### config.mk
export PLATFORM = sky130hd
export DESIGN_NAME = store_write_buffer
export DESIGN_NICKNAME = d
export VERILOG_FILES = /design/src/rtl/store_write_buffer_pkg.sv /design/src/rtl/store_write_buffer_align.sv /design/src/rtl/store_write_buffer.sv
export SDC_FILE = /design/constraint.sdc
export NUM_CORES = 1
export LEC_CHECK = 0
export CAP_MARGIN = 20
export CORE_MARGIN = 1
export CORE_UTILIZATION = 47
export CTS_BUF_LIST = sky130_fd_sc_hd__clkbuf_4 sky130_fd_sc_hd__clkbuf_8 sky130_fd_sc_hd__clkbuf_16
export CTS_CLUSTER_DIAMETER = 40
export DETAILED_ROUTE_END_ITERATION = 8
export PLACE_DENSITY_LB_ADDON = 0.25
export SYNTH_ARGS = -nofsm -noshare
export SYNTH_HDL_FRONTEND = slang
export SYNTH_SLANG_ARGS = --single-unit
### constraint.sdc
create_clock -name clock -period 3.6 [get_ports clock]
set_input_delay 0.72 -clock clock [delete_from_list [all_inputs] [get_ports clock]]
set_output_delay 0.72 -clock clock [all_outputs]
set_load 0.01 [all_outputs]
### src/rtl/store_write_buffer_pkg.sv
// Shared types for the store write buffer: SQ->dcache packets, bus commands,
// buffer entry layout, drain FSM states and sizing constants.
package sys_defs;

   localparam int NUM_SQ_DCACHE = 2;
   localparam int SWB_DEPTH     = 4;
   localparam int SWB_IDX       = $clog2(SWB_DEPTH);
   localparam int NUM_FU_LOAD   = 2;

   typedef logic [31:0] ADDR;

   typedef enum logic [2:0] {
      MEM_BYTE  = 3'b000,
      MEM_HALF  = 3'b001,
      MEM_WORD  = 3'b010,
      MEM_BYTEU = 3'b100,
      MEM_HALFU = 3'b101
   } MEM_FUNC;

   typedef enum logic [1:0] {
      BUS_NONE  = 2'h0,
      BUS_LOAD  = 2'h1,
      BUS_STORE = 2'h2
   } BUS_COMMAND;

   typedef struct packed {
      logic        valid;
      ADDR         addr;
      MEM_FUNC     sign_size;
      logic [31:0] data;
   } SQ_DCACHE_PACKET;

   typedef struct packed {
      logic        valid;
      logic [29:0] word_addr;
      logic [3:0]  be;
      logic [31:0] data;
   } SWB_ENTRY;

   typedef enum logic {
      SWB_IDLE  = 1'b0,
      SWB_ISSUE = 1'b1
   } SWB_STATE;

   function automatic logic [29:0] word_of(input ADDR a);
      return a[31:2];
   endfunction

endpackage

### src/rtl/store_write_buffer_align.sv
// swb_align: turns a store's size, low address bits and raw data into
// byte enables and byte-lane-positioned write data.
module swb_align
   import sys_defs::*;
(
   input  MEM_FUNC     i_sign_size,
   input  logic [1:0]  i_byte_ofs,
   input  logic [31:0] i_data,
   output logic [3:0]  o_be,
   output logic [31:0] o_data
);

   always_comb begin
      o_be   = 4'b0000;
      o_data = 32'h0;
      case (i_sign_size)
         MEM_BYTE, MEM_BYTEU: begin
            o_be   = 4'b0001 << i_byte_ofs;
            o_data = 32'(i_data[7:0]) << {i_byte_ofs, 3'b000};
         end
         MEM_HALF, MEM_HALFU: begin
            // Halves are assumed aligned, so only addr[1] selects the lane pair.
            o_be   = i_byte_ofs[1] ? 4'b1100 : 4'b0011;
            o_data = i_byte_ofs[1] ? {i_data[15:0], 16'h0} : {16'h0, i_data[15:0]};
         end
         MEM_WORD: begin
            o_be   = 4'b1111;
            o_data = i_data;
         end
         default: begin
            o_be   = 4'b0000;
            o_data = 32'h0;
         end
      endcase
   end

endmodule

### src/rtl/store_write_buffer.sv
// Store write buffer: accepts committed stores, queues them word-aligned and
// drains one at a time over the tagged bus. Optional merging: SWB_COALESCE_EN.
module store_write_buffer
   import sys_defs::*;
(
   input  logic                     clock,
   input  logic                     reset,
   input  SQ_DCACHE_PACKET          sq_dcache_packet [NUM_SQ_DCACHE],
   output logic [NUM_SQ_DCACHE-1:0] dcache_accept,
   output BUS_COMMAND               proc2mem_command,
   output logic [31:0]              proc2mem_addr,
   output logic [31:0]              proc2mem_data,
   output logic [3:0]               proc2mem_be,
   input  logic [3:0]               mem2proc_transaction_tag,
   input  ADDR                      lq_addr [NUM_FU_LOAD],
   output logic [NUM_FU_LOAD-1:0]   lq_conflict,
   output logic                     swb_empty
);

   localparam int CNT_W = SWB_IDX + 1;

   SWB_ENTRY           r_entries [SWB_DEPTH];
   SWB_ENTRY           r_req;
   logic [SWB_IDX-1:0] r_head;
   logic [SWB_IDX-1:0] r_tail;
   logic [CNT_W-1:0]   r_count;
   SWB_STATE           r_state;
   SWB_STATE           w_state_next;

   SWB_ENTRY                 w_new_entry [NUM_SQ_DCACHE];
   logic [3:0]               w_lane_be   [NUM_SQ_DCACHE];
   logic [31:0]              w_lane_data [NUM_SQ_DCACHE];
   logic [SWB_IDX-1:0]       w_slot      [NUM_SQ_DCACHE];
   logic [NUM_SQ_DCACHE-1:0] w_take;
   logic [CNT_W-1:0]         w_num_take;
   logic [CNT_W-1:0]         w_free;
   logic                     w_pop;
   logic                     w_tag_hit;

   assign w_free    = CNT_W'(SWB_DEPTH) - r_count;
   assign w_tag_hit = |mem2proc_transaction_tag;
   assign swb_empty = (r_state == SWB_IDLE) && (r_count == '0);

   genvar gi;
   generate
      for (gi = 0; gi < NUM_SQ_DCACHE; gi++) begin : g_lane
         swb_align u_align (
            .i_sign_size (sq_dcache_packet[gi].sign_size),
            .i_byte_ofs  (sq_dcache_packet[gi].addr[1:0]),
            .i_data      (sq_dcache_packet[gi].data),
            .o_be        (w_lane_be[gi]),
            .o_data      (w_lane_data[gi])
         );
         assign w_new_entry[gi] = '{valid:     1'b1,
                                    word_addr: word_of(sq_dcache_packet[gi].addr),
                                    be:        w_lane_be[gi],
                                    data:      w_lane_data[gi]};
      end
   endgenerate

`ifdef SWB_COALESCE_EN
   logic [NUM_SQ_DCACHE-1:0] w_merge;
   logic [SWB_IDX-1:0]       w_young;
   logic                     w_merge_ok;
   SWB_ENTRY                 w_merged;

   // The youngest entry is off limits when it is the head leaving this edge.
   assign w_young    = r_tail - SWB_IDX'(1);
   assign w_merge_ok = (r_count != '0) && !(w_pop && (r_count == CNT_W'(1)));

   always_comb begin : p_merge
      w_merged = r_entries[w_young];
      for (int i = 0; i < NUM_SQ_DCACHE; i++) begin
         if (w_merge[i]) begin
            w_merged.be = w_merged.be | w_lane_be[i];
            for (int b = 0; b < 4; b++) begin
               if (w_lane_be[i][b]) begin
                  w_merged.data[8*b +: 8] = w_lane_data[i][8*b +: 8];
               end
            end
         end
      end
   end

   assign dcache_accept = reset ? (w_take | w_merge) : '0;
`else
   assign dcache_accept = reset ? w_take : '0;
`endif

   // In-order acceptance: the first valid lane that cannot be placed blocks all later ones.
   always_comb begin : p_accept
      logic             blocked;
      logic [CNT_W-1:0] n_take;
      blocked = 1'b0;
      n_take  = '0;
      w_take  = '0;
`ifdef SWB_COALESCE_EN
      w_merge = '0;
`endif
      for (int i = 0; i < NUM_SQ_DCACHE; i++) begin
         w_slot[i] = r_tail + n_take[SWB_IDX-1:0];
         if (sq_dcache_packet[i].valid && !blocked) begin
`ifdef SWB_COALESCE_EN
            if (w_merge_ok && (n_take == '0) &&
                (word_of(sq_dcache_packet[i].addr) == r_entries[w_young].word_addr)) begin
               w_merge[i] = 1'b1;
            end else
`endif
            if (w_free > n_take) begin
               w_take[i] = 1'b1;
               n_take    = n_take + CNT_W'(1);
            end else begin
               blocked = 1'b1;
            end
         end
      end
      w_num_take = n_take;
   end

   always_ff @(posedge clock or negedge reset) begin
      if (!reset) begin
         r_state <= SWB_IDLE;
      end else begin
         r_state <= w_state_next;
      end
   end

   always_comb begin : p_fsm
      w_state_next     = r_state;
      w_pop            = 1'b0;
      proc2mem_command = BUS_NONE;
      proc2mem_addr    = 32'h0;
      proc2mem_data    = 32'h0;
      proc2mem_be      = 4'b0000;
      case (r_state)
         SWB_IDLE: begin
            if (r_count != '0) begin
               w_pop        = 1'b1;
               w_state_next = SWB_ISSUE;
            end
         end
         SWB_ISSUE: begin
            proc2mem_command = BUS_STORE;
            proc2mem_addr    = {r_req.word_addr, 2'b00};
            proc2mem_data    = r_req.data;
            proc2mem_be      = r_req.be;
            if (w_tag_hit) begin
               if (r_count != '0) begin
                  w_pop = 1'b1;
               end else begin
                  w_state_next = SWB_IDLE;
               end
            end
         end
         default: w_state_next = SWB_IDLE;
      endcase
   end

   always_ff @(posedge clock or negedge reset) begin
      if (!reset) begin
         r_head  <= '0;
         r_tail  <= '0;
         r_count <= '0;
         r_req   <= '0;
         for (int k = 0; k < SWB_DEPTH; k++) begin
            r_entries[k] <= '0;
         end
      end else begin
         if (w_pop) begin
            r_req                  <= r_entries[r_head];
            r_entries[r_head].valid <= 1'b0;
            r_head                 <= r_head + SWB_IDX'(1);
         end else if ((r_state == SWB_ISSUE) && w_tag_hit) begin
            r_req <= '0;
         end
`ifdef SWB_COALESCE_EN
         if (|w_merge) begin
            r_entries[w_young] <= w_merged;
         end
`endif
         for (int i = 0; i < NUM_SQ_DCACHE; i++) begin
            if (w_take[i]) begin
               r_entries[w_slot[i]] <= w_new_entry[i];
            end
         end
         r_tail  <= r_tail + w_num_take[SWB_IDX-1:0];
         r_count <= r_count + w_num_take - CNT_W'(w_pop);
      end
   end

   // Loads must not pass any queued or in-flight store to the same word.
   generate
      for (gi = 0; gi < NUM_FU_LOAD; gi++) begin : g_conf
         logic [SWB_DEPTH-1:0] w_hit;
         genvar gj;
         for (gj = 0; gj < SWB_DEPTH; gj++) begin : g_ent
            assign w_hit[gj] = r_entries[gj].valid &&
                               (r_entries[gj].word_addr == word_of(lq_addr[gi]));
         end
         assign lq_conflict[gi] = (|w_hit) ||
                                  ((r_state == SWB_ISSUE) && (r_req.word_addr == word_of(lq_addr[gi])));
      end
   endgenerate

endmodule
==> run_results.csv, run 1 <==
group,metric,value,unit
pwr,pg_seq,8.22,mW
logic_synthesis,edf_count,0,
logic_synthesis,mux_share,12.3,%
die,io_pins,281,
logic_synthesis,yosys_warnings,0,
logic_synthesis,ys_sh_simple,14.4,%
hold_path,hold_path_end,"r_req[12]$_DFFE_PN0P_",
logic_synthesis,top_cells_by_count,"dfrtp_1 (342), nand2_1 (258), xnor2_1 (239)",
timing,worst_slack,0.00488,ns
setup_path,path_cells,"clkdlybuf4s50_1 > buf_4 > xnor2_1 > nand4_1 > nor4_1 > a22oi_1 > nand4_1 > dlygate4sd2_1",
detailed_routing,dr_wl_met2,40300,um
global_routing,grt_pass1_vias,19236,
layout,inverters_excl_clock,10,
die,fp.dieH,215,um
logic_synthesis,synth_cells,2209,
run_status,outcome,"finished, final reports clean",
layout,reg_top3,"r_entries: 268 flops, r_req: 66 flops, r_count: 3 flops",
logic_synthesis,ff_type,"dfrtp_1",
pwr,top_power_group,"combinational cells",
layout,final_util,62.4,%
layout,sh_seq_area,30.9,%
placed_design,routabilityCongestion,0.986,
logic_synthesis,yosysTopAreaCell,"dfrtp_1",
die,rows,77,
timing,finalHoldViolations,0,
layout,final_cell_mix,"dfrtp_1 (339), clkdlybuf4s50_1 (264), nand2_1 (258)",
setup_path,endpoint,"lq_conflict[0]",
logic_synthesis,numSynthFlops,342,
setup_path,critical_path_buf_inv_count,3,
global_routing,grt_use_met1,51.3,%
timing,slew_violations,0,
setup_path,r2r_start,"r_count[0]$_DFF_PN0_",
timing,setup_tns,0,ns
layout,nonClkBufAreaFrac,16.4,%
layout,largest_reg_flops,268,
placed_design,placed_cells,3059,
timing,setup-violations-final,0,
logic_synthesis,synth_seq_share,40.2,%
cts,cts_buffers,55,
pwr,sw_frac_of_total,40.8,%
global_routing,grt_max_degree,161,
layout,regArea,8560,um^2
setup_path,slowest_delay,0.47,ns
die,dieWidth,215,um
layout,clk_share,7.12,%
logic_synthesis,ys_sh_aoi,15.1,%
timing,max_freq,0.278,GHz
layout,clock_buffers,68,
layout,nets,2747,
layout,final_cell_area,27700,um^2
setup_path,r2r_end,"r_count[2]$_DFF_PN0_",
layout,num-multi-input-gates,1639,
setup_path,r2r_slack,0.48,ns
die,fp_util,47.9,%
detailed_routing,dr_wl_met3,7270,um
pwr,p_per_area,956,nW/um^2
timing,post-route-period-util,99.9,%
placed_design,pre_cts_slack,-0.346,ns
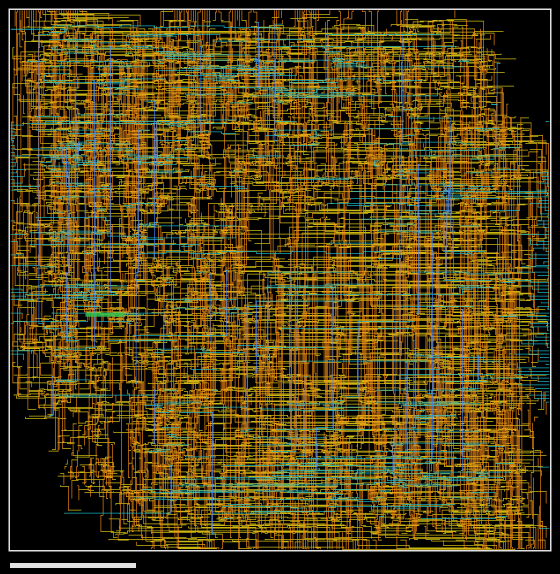
(run_1/metal_stack.png)
The bar under the picture is 50 um long.
Key: met4 = blue [wire length 2770 um]; met2 = orange [wire length 40.3 mm]; met5 = green [wire length 13.8 um]; met3 = cyan [wire length 7270 um]; met1 = yellow [wire length 35.6 mm]
DR WL/cell: 27.1 um
GR Util All Layers: 37.2%

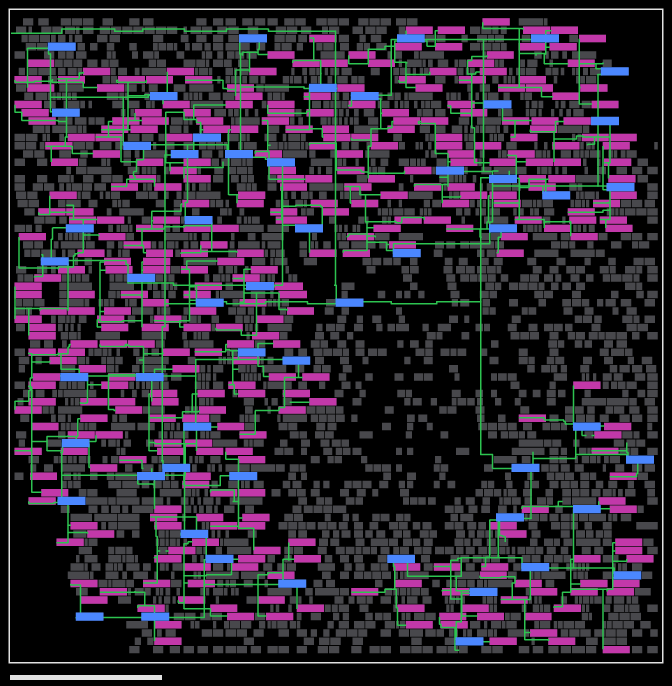
(run_1/clock_map.png)
The bar under the picture is 50 um long.
Key: flip-flops = magenta [count 342]; clock wires = green [length 4940 um]; cells driving clock nets = blue [count 55]
There are 56 routed clock nets. Position of the flops: widely spread.
Worst-Skew Late Latency: 0.63 ns
Clk pwr share: 21.1%
Clock net power: 5.58 mW

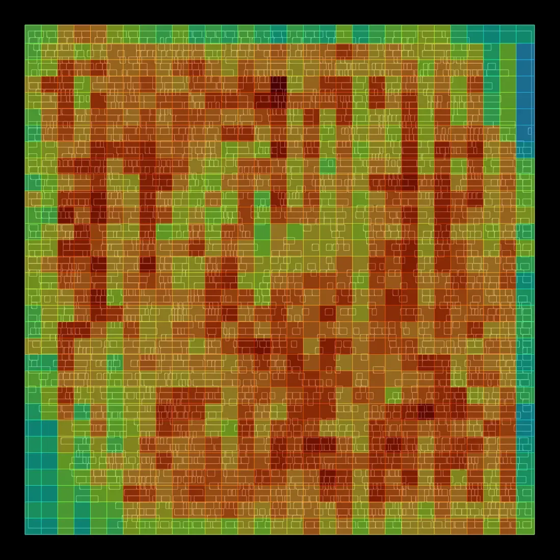
(run_1/final_congestion.png)
GRT met3 Usage: 6.55%
GR Layer Usage met2: 59.3%
grt peak-use layer: met2

==> run_1/cell_classes.png <==
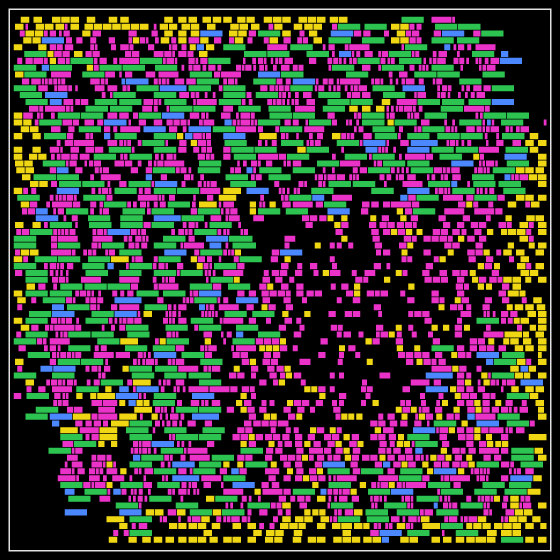

==> inputs of run 2 (changes only) <==
- SETUP_SLACK_MARGIN: default -> 0.02
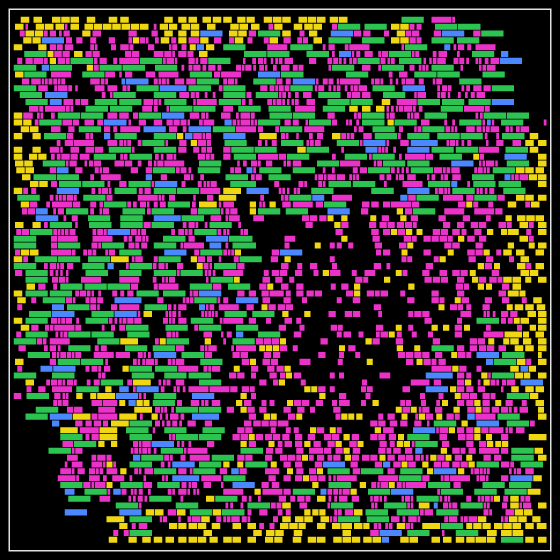
(run_2/cell_classes.png)
Key: clock drivers and dummy loads = blue [cells 103]; other buffers and delay cells = yellow [cells 480]; all other logic = magenta [cells 1649]; flip-flops = green [cells 342]

==> run 2 against run 1 <==
Effect of this change:
- clock power is essentially flat
- register-to-register slack hardly changed
- flip-flop count unchanged
- sequential power about the same
- power about the same
==> run_results.csv, run 2 <==
group,metric,value,unit
global_routing,grt_pass1_vias,19236,
cts,insertion_delay,0.64,ns
run_status,outcome,"finished, final reports clean",
setup_path,r2r_end,"r_count[2]$_DFF_PN0_",
setup_path,path_cells,"clkdlybuf4s50_1 > xnor2_1 > nand4_1 > nor4_1 > buf_4 > a22oi_1 > nand4_1 > dlygate4sd2_1",
layout,clk_share,7.11,%
layout,final_cell_mix,"dfrtp_1 (339), clkdlybuf4s50_1 (261), nand2_1 (258)",
timing,setup_tns,0,ns
layout,regArea,8560,um^2
layout,inverters_excl_clock,10,
placed_design,placed_cells,3059,
cts,cts_buffers,55,
placed_design,routabilityCongestion,0.986,
placed_design,pre_cts_slack,-0.346,ns
layout,nets,2747,
layout,final_util,62.5,%
logic_synthesis,yosysTopAreaCell,"dfrtp_1",
global_routing,use_met2,59.3,%
layout,num-multi-input-gates,1639,
layout,nonClkBufAreaFrac,16.4,%
pwr,p_per_area,955,nW/um^2
die,fp_util,47.9,%
setup_path,slowest_stage,"clkdlybuf4s50_1",
global_routing,grt_max_degree,161,
layout,ff_count,342,
detailed_routing,dr_wl_met3,7120,um
setup_path,r2r_slack,0.48,ns
logic_synthesis,top_cells_by_count,"dfrtp_1 (342), nand2_1 (258), xnor2_1 (239)",
logic_synthesis,edf_count,0,
setup_path,slowest_delay,0.61,ns
timing,post-route-period-util,98.2,%
timing,setup-violations-final,0,
setup_path,critical_path_buf_inv_count,3,
hold_path,hold_path_end,"r_req[0]$_DFFE_PN0P_",
detailed_routing,dr_wl_met2,40200,um
global_routing,grt_use_met1,51.3,%
global_routing,met3_usage,6.55,%
logic_synthesis,mux_share,12.3,%
logic_synthesis,yosys_warnings,0,
global_routing,busiest_layer,"met2",
setup_path,r2r_start,"r_count[0]$_DFF_PN0_",
logic_synthesis,synth_seq_share,40.2,%
setup_path,endpoint,"lq_conflict[0]",
logic_synthesis,synth_cells,2209,
layout,largest_reg_flops,268,
logic_synthesis,ys_sh_simple,14.4,%
layout,clock_buffers,68,
timing,worst_slack,0.0640,ns
layout,final_cell_area,27800,um^2
detailed_routing,drt_first_pass_iters,8,
pwr,pwr-share-clk,21.1,%
timing,finalHoldViolations,0,
detailed_routing,wl_per_cell,27.1,um
Power figures rest on the tool's default switching activity, not on a simulated workload.
